run_1/layers.png
Two of the layers only.
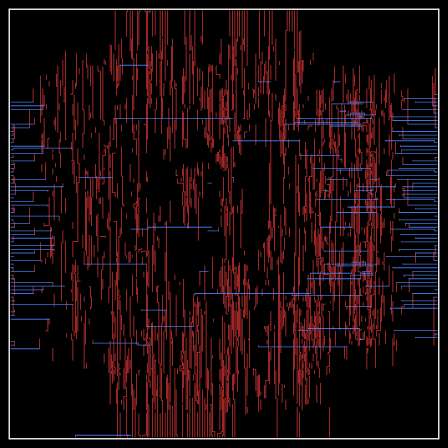
run_1/ff_map.png
Scale bar: 50 microns. Other sequential cells in the stronger gray, the rest of the logic in the fainter gray.
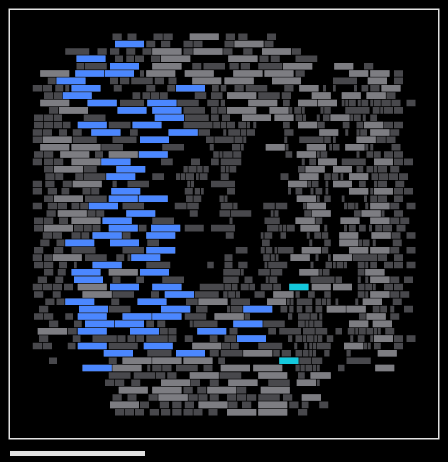
run_1/util_map.png
Scale bar: 50 microns. 16 x 16 tiles, from dark purple (low) to yellow (high), 0 to 100% covered.
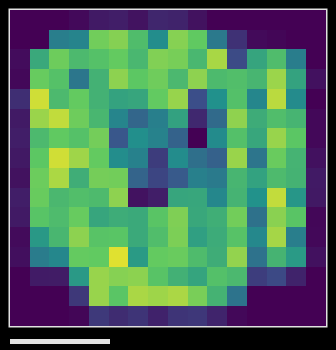
==> config.mk <==
export PLATFORM = sky130hd
export DESIGN_NAME = multiword_add_controller
export DESIGN_NICKNAME = d
export VERILOG_FILES = /design/src/rtl/multiword_add_controller.sv
export SDC_FILE = /design/constraint.sdc
export NUM_CORES = 1
export LEC_CHECK = 0
export CELL_PAD_IN_SITES_DETAIL_PLACEMENT = 0
export CELL_PAD_IN_SITES_GLOBAL_PLACEMENT = 1
export CORE_MARGIN = 8
export CORE_UTILIZATION = 44
export CTS_BUF_LIST = sky130_fd_sc_hd__clkbuf_8 sky130_fd_sc_hd__clkbuf_16
export DETAILED_ROUTE_END_ITERATION = 10
export HOLD_SLACK_MARGIN = 0.02
export PLACE_DENSITY = 0.86
export SYNTH_ARGS = -nofsm -noshare
export SYNTH_HDL_FRONTEND = slang
export SYNTH_SLANG_ARGS = --single-unit
==> constraint.sdc <==
create_clock -name clk -period 36.7 [get_ports clk]
set_clock_uncertainty 0.1 [all_clocks]
set_input_delay 7.34 -clock clk [delete_from_list [all_inputs] [get_ports clk]]
set_output_delay 7.34 -clock clk [all_outputs]
set_load 0.05 [all_outputs]
==> CHANGELOG.md, run 1 <==
### Implementation results

* Run status: finished clean
* CP arrival at between 9 and 10 ns
* Worst max-slew margin expressed relative to the limit at 11.5%
* Tightest Pin Transition at 1.32 ns
* Post-synth ARST share at 0%
* Worst setup slack before clock tree synthesis at 26.51 ns
* Number of placement rows at 52
* Final std cells w/o fill at 1,119
* YS warnings at 0
* Setup slack of the most critical reg-to-reg path at 31.03 ns
* Insertion delay at the late pin of the worst-skew pair at roughly 0.49 ns
* Pin count of the biggest net entering global routing at ~77
* Synth area leader: sky130_fd_sc_hd__edfxtp_1
* Dominant register cell in the synthesized netlist: sky130_fd_sc_hd__edfxtp_1
* Post-synthesis chip area from yosys at 8890 sq um
* Type of the worst setup path: input port to flip-flop
* Die Span X at around 160 microns
* Yosys top cell area share at between 40% and 50%
* Static leakage power at 4.19 nW
* Path type of the worst min-delay path: flip-flop to flip-flop
* RSZ-0062 raised after global routing: no
* Total area of multi-input combinational cells at 3400 sq um
* Input/output buffers at 200
* Clk sinks at 201
* Number of cells traversed by the worst hold path at 2
* Max-cap viol count at 0
* Post-Syn Area per Cell at approximately 14 sq um
* Number of ports placed on the die boundary at 201
* Grt total ovfl at 0
* Cell with the most instances after synthesis: sky130_fd_sc_hd__edfxtp_1
* Number of violations reported at the end of detailed-routing iteration 0 at 327
* Fill cell instance count of the final layout at 1,603
* Synth top cells by count: sky130_fd_sc_hd__edfxtp_1 (128), sky130_fd_sc_hd__nor2_1 (74), sky130_fd_sc_hd__dfxtp_1 (73)
* Clock input transition at the sequential cells of the worst setup and hold paths at 0.06 ns
* GP Congestion at just over 0.8
* Wire length reported by the detailed router at about 22 mm
* Instance count of the mapped netlist at about 640
* Cts bufs inserted at 22
* Power density of the placed cells at 48.6 nW/um^2
* Share of cells above drive strength 1 at between 10 and 15%
Back to the opening pictures, layers.png:
legend:
  M2:
    color: red
    wire_length: 10,500 microns
  M3:
    color: blue
    wire_length: 1,850 microns
Total GRT Usage: 16.7%
drt wl/cell: 19.2 microns
vias after detailed routing: 5,951

Back to the opening pictures, ff_map.png:
legend:
  r_state:
    color: cyan
    flops: 2
  r_opb:
    color: blue
    flops: 64
not colored: 135
sequential standard cell area: 5310 sq um
sequential logic power: 0.000256 W

Back to the opening pictures, util_map.png:
tiles over 75% full: 23%
nearly empty tiles: 14%
mean over tiles: 46%
fullest tile: 95%
fraction of the core area occupied by cells at floorplan: 44.3%
final core utilization: 59.1%
Placeable Area: 20,000 sq um

-- run 1: where the power goes --
group          internal, W  total [W]  switching (W)
Sequential        0.000252   0.000256     0.00000394
Combinational    0.0000470   0.000106      0.0000594
Clock             0.000129   0.000213      0.0000843
-- run 1: metal layers --
layer / track usage (%) / vias to the layer above / wire length, microns
li1: - / 2773 / -
met1: 21.2 / 2920 / 8930
met5: 0 / - / 0
met2: 28.4 / 236 / 10500
met3: 4.15 / 22 / 1850
met4: 3.77 / 0 / 246
-- run 1: metrics by stage --
step | instance area (sq um) | total power, W | hold WS [ns]
after floorplan | 8890 | 0.000330 | 0.536
after global placement | 11100 | 0.000363 | 0.359
after detailed placement | 11100 | 0.000367 | 0.362
after CTS | 11800 | 0.000581 | 0.372
after global routing | 11800 | 0.000599 | 0.404
final | 11800 | 0.000575 | 0.365
-- run 1: cell usage in the layout, fill, tap and decap left out, types with 3 or more instances in the layout --
cell type	count
sky130_fd_sc_hd__clkdlybuf4s50_1	198
sky130_fd_sc_hd__edfxtp_1	128
sky130_fd_sc_hd__nor2_1	74
sky130_fd_sc_hd__dfxtp_1	71
sky130_fd_sc_hd__xor2_1	70
sky130_fd_sc_hd__a22oi_1	67
sky130_fd_sc_hd__mux4_2	32
sky130_fd_sc_hd__ha_1	24
sky130_fd_sc_hd__clkbuf_16	23
sky130_fd_sc_hd__inv_1	18
sky130_fd_sc_hd__xnor2_1	18
sky130_fd_sc_hd__nand2_1	16
sky130_fd_sc_hd__a21oi_1	13
sky130_fd_sc_hd__a21o_1	10
sky130_fd_sc_hd__buf_4	8
sky130_fd_sc_hd__nand4_1	5
sky130_fd_sc_hd__nor3_1	5
sky130_fd_sc_hd__nand2b_1	4
sky130_fd_sc_hd__fa_1	4
sky130_fd_sc_hd__clkinv_2	4
sky130_fd_sc_hd__clkinv_1	4
sky130_fd_sc_hd__a211oi_1	3
sky130_fd_sc_hd__o21ai_0	3
sky130_fd_sc_hd__mux2_2	3
-- run 1: kinds of logic after synthesis --
family	share of synthesized area, %
flops	59.7
buf+inv	2.20
compound gates	9.50
mux	8.60
fa+ha+maj	4.28
xor+xnor	9.48
simple gates	6.24
-- run 1: cell type report --
| class | instances | share of cell area (%) |
|---|---|---|
| timing repair buffer | 207 | 17.3 |
| clock inverter | 16 | 1.02 |
| clock buffer | 24 | 4.97 |
| inverter | 13 | 0.412 |
| tap | 270 | 2.85 |
| sequential | 201 | 44.8 |
| multi-input combinational | 388 | 28.7 |
-- run 1: critical path: stages --
cell	delay, ns
sky130_fd_sc_hd__clkdlybuf4s50_1	0.49
sky130_fd_sc_hd__nand2b_1	0.21
sky130_fd_sc_hd__nor3_2	0.16
sky130_fd_sc_hd__buf_4	0.56
sky130_fd_sc_hd__buf_4	0.84
run_1/clock_nets.png
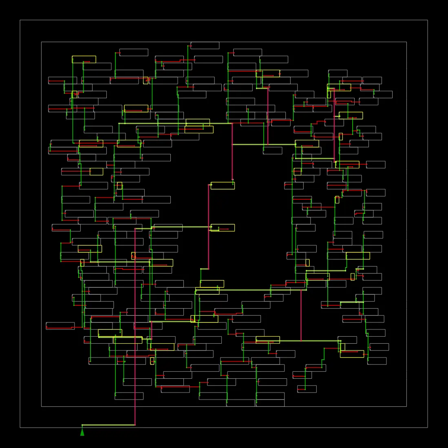

==> inputs of run 2 (changes only) <==
--- a/config.mk
+++ b/config.mk
@@ -8,11 +8,11 @@
 export CELL_PAD_IN_SITES_DETAIL_PLACEMENT = 0
 export CELL_PAD_IN_SITES_GLOBAL_PLACEMENT = 1
 export CORE_MARGIN = 8
-export CORE_UTILIZATION = 44
+export CORE_UTILIZATION = 37
 export CTS_BUF_LIST = sky130_fd_sc_hd__clkbuf_8 sky130_fd_sc_hd__clkbuf_16
 export DETAILED_ROUTE_END_ITERATION = 10
 export HOLD_SLACK_MARGIN = 0.02
-export PLACE_DENSITY = 0.86
+export PLACE_DENSITY = 0.77
 export SYNTH_ARGS = -nofsm -noshare
 export SYNTH_HDL_FRONTEND = slang
 export SYNTH_SLANG_ARGS = --single-unit
==> constraint.sdc (replaced) <==
create_clock -name clk -period 7.9 [get_ports clk]
set_clock_uncertainty 0.1 [all_clocks]
set_input_delay 1.58 -clock clk [delete_from_list [all_inputs] [get_ports clk]]
set_output_delay 1.58 -clock clk [all_outputs]
set_load 0.05 [all_outputs]
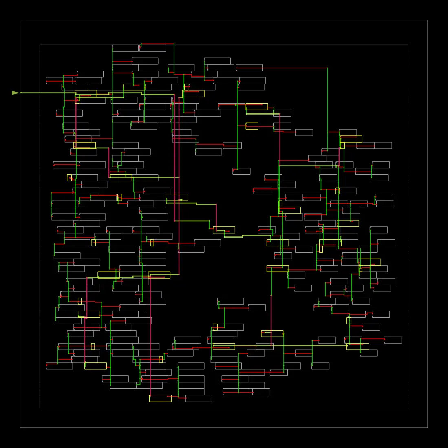
run_2/clock_nets.png
power dissipated in the clock network: 0.000933 W
insertion delay at the late pin of the worst-skew pair: 0.50 ns
Clock Buffer Count: 24
clk sinks: 201

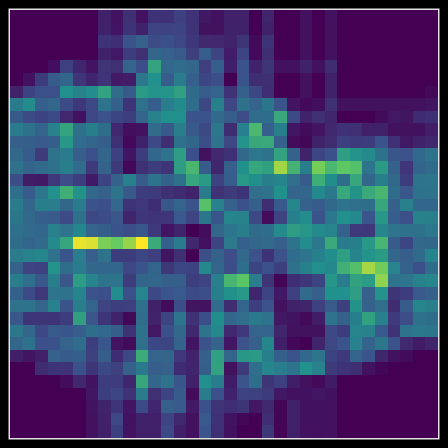
run_2/route_heat.png
34 x 34 tiles, from dark purple (low) to yellow (high), scaled to the fullest tile. Values are wire area over tile area, all layers added.
tiles over half the peak: 7.3%
mean over tiles: 0.12
densest ninth of the die: right middle
nearly empty tiles: 17%
emptiest ninth of the die: top right
fullest tile: 0.54
wire length reported by the detailed router: 21.8 mm
Total GRT Usage: 14.5%

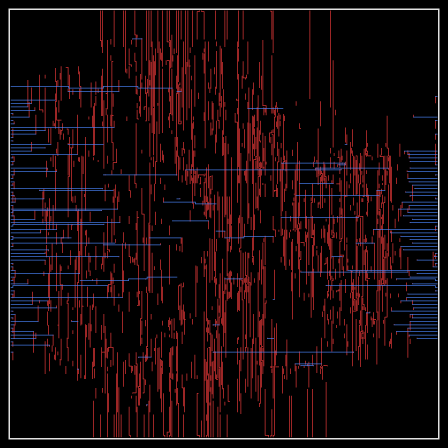
run_2/layers.png
Two of the layers only.
legend:
  M3:
    color: blue
    wire_length: 2,180 microns
  M2:
    color: red
    wire_length: 9,790 microns
drt wl/cell: 18.7 microns
vias after detailed routing: 5,741

==> run 2 against run 1 <==
Non-clock buffer count up 1. Utilization fell by 8.7 points. Register-to-register slack lost 29 ns. Combinational power increased to 4.6 times the previous value. Design area increased by 0.27%. Hold slack worse by 0.0023 ns. Via count is 3.5% lower. Sequential share of layout area down 0.12 points. First-iteration DRC count up 54%. Power rose to 4.5 times the previous value. Routed wire length increased by 1.3%. Clock power rose to 4.4 times the previous value. Largest cell class unchanged.
==> CHANGELOG.md, run 2 <==
### Implementation results

* DP Area at 11,200 sq um (+0.76%)
* Fraction of the core area occupied by cells at floorplan at 37.7% (-6.6 points)
* Grt total ovfl at 0 (unchanged)
* Cell with the most instances after synthesis: sky130_fd_sc_hd__edfxtp_1
* Share of cells above drive strength 1 at 11.5% (+0.34 points)
* Placeable Area at 23,500 sq um (+17%)
* Number of placement rows at 56 (+7.7%)
* Tot Pwr at 0.00262 W (+350%)
* Pin count of the biggest net entering global routing at 76 (-1.3%)
* Synth top cells by count: sky130_fd_sc_hd__edfxtp_1 (128), sky130_fd_sc_hd__nor2_1 (74), sky130_fd_sc_hd__dfxtp_1 (73)
* Input/output buffers at 200 (unchanged)
* CP arrival at 5.69 ns (-4.01 ns)
* Most used logic cell in the final layout: sky130_fd_sc_hd__clkdlybuf4s50_1
* Max-cap viol count at 0 (unchanged)
* RSZ-0062 raised after global routing: no
* Type of the worst setup path: flip-flop to flip-flop
* Path type of the worst min-delay path: flip-flop to flip-flop
* Setup slack of the most critical reg-to-reg path at 2.51 ns (-28.52 ns)
* Static leakage power at 4.17 nW (-0.35%)
* GP Congestion at 0.767 (-4.7%)
* YS warnings at 0 (unchanged)
* Die Span X at 171 microns (+8.1%)
* Run status: finished clean
[run 2: cell type report]
class / count / area (sq um)
well taps: 319 / 399
fillers: 2080 / 11700
repair buffers: 208 / 2050
inverters: 13 / 48.8
flip-flops and latches: 201 / 5310
clock buffers: 24 / 589
multi-input cells: 388 / 3410
clock inverters: 16 / 68.8
[run 2: logic make-up after synthesis]
kind of cell             after synthesis  share of synthesized area (%)
AND-OR/OR-AND                        112                           9.50
XOR/XNOR                              92                           9.48
adder cells (fa/ha/maj)               28                           4.28
buffers and inverters                 50                           2.20
flip-flops                           201                           59.7
multiplexers                          36                           8.60
AND/OR/NAND/NOR                      120                           6.24
[run 2: metal layers]
metal / wire length, microns / part of all wire, % / vias up / track usage [%]
li1: - / - / 2763 / -
met1: 9510 / 44 / 2746 / 19.2
met2: 9790 / 45 / 200 / 22.5
met3: 2180 / 10 / 28 / 5.07
met4: 313 / 1.4 / 4 / 3.14
met5: 26 / 0.12 / - / 0
[run 2: stage by stage]
stage / worst slack (ns) / utilization, % / instances
finish: 2.51 / 50.5 / 1169
global route: 2.09 / 50.5 / 1169
CTS: 2.41 / 50.5 / 1169
detailed placement: 2.46 / 47.7 / 1129
global placement: 2.60 / 47.7 / 1129
floorplan: 0.507 / - / 639
[run 2: worst max-delay path, cell delays in order, from the launching register on]
cell                       delay (ns)
sky130_fd_sc_hd__dfxtp_2         0.88
sky130_fd_sc_hd__mux4_2          0.60
sky130_fd_sc_hd__ha_1            0.25
sky130_fd_sc_hd__fa_1            0.54
sky130_fd_sc_hd__ha_1            0.24
sky130_fd_sc_hd__and3_1          0.17
sky130_fd_sc_hd__a221oi_1        0.07
sky130_fd_sc_hd__o32ai_1         0.55
sky130_fd_sc_hd__o211ai_4        0.16
sky130_fd_sc_hd__and3_2          0.25
sky130_fd_sc_hd__nor4_4          0.38
sky130_fd_sc_hd__nand4_2         0.18
sky130_fd_sc_hd__xnor2_2         0.27
sky130_fd_sc_hd__xnor3_1         0.46
sky130_fd_sc_hd__o41ai_2         0.19
[run 2: where the power goes]
group / switching, W / internal [W]
Sequential: 0.0000219 / 0.00117
Combinational: 0.000274 / 0.000218
Clock: 0.000400 / 0.000533
Total: 0.000696 / 0.00192
Power is estimated from default activity; no workload was simulated.
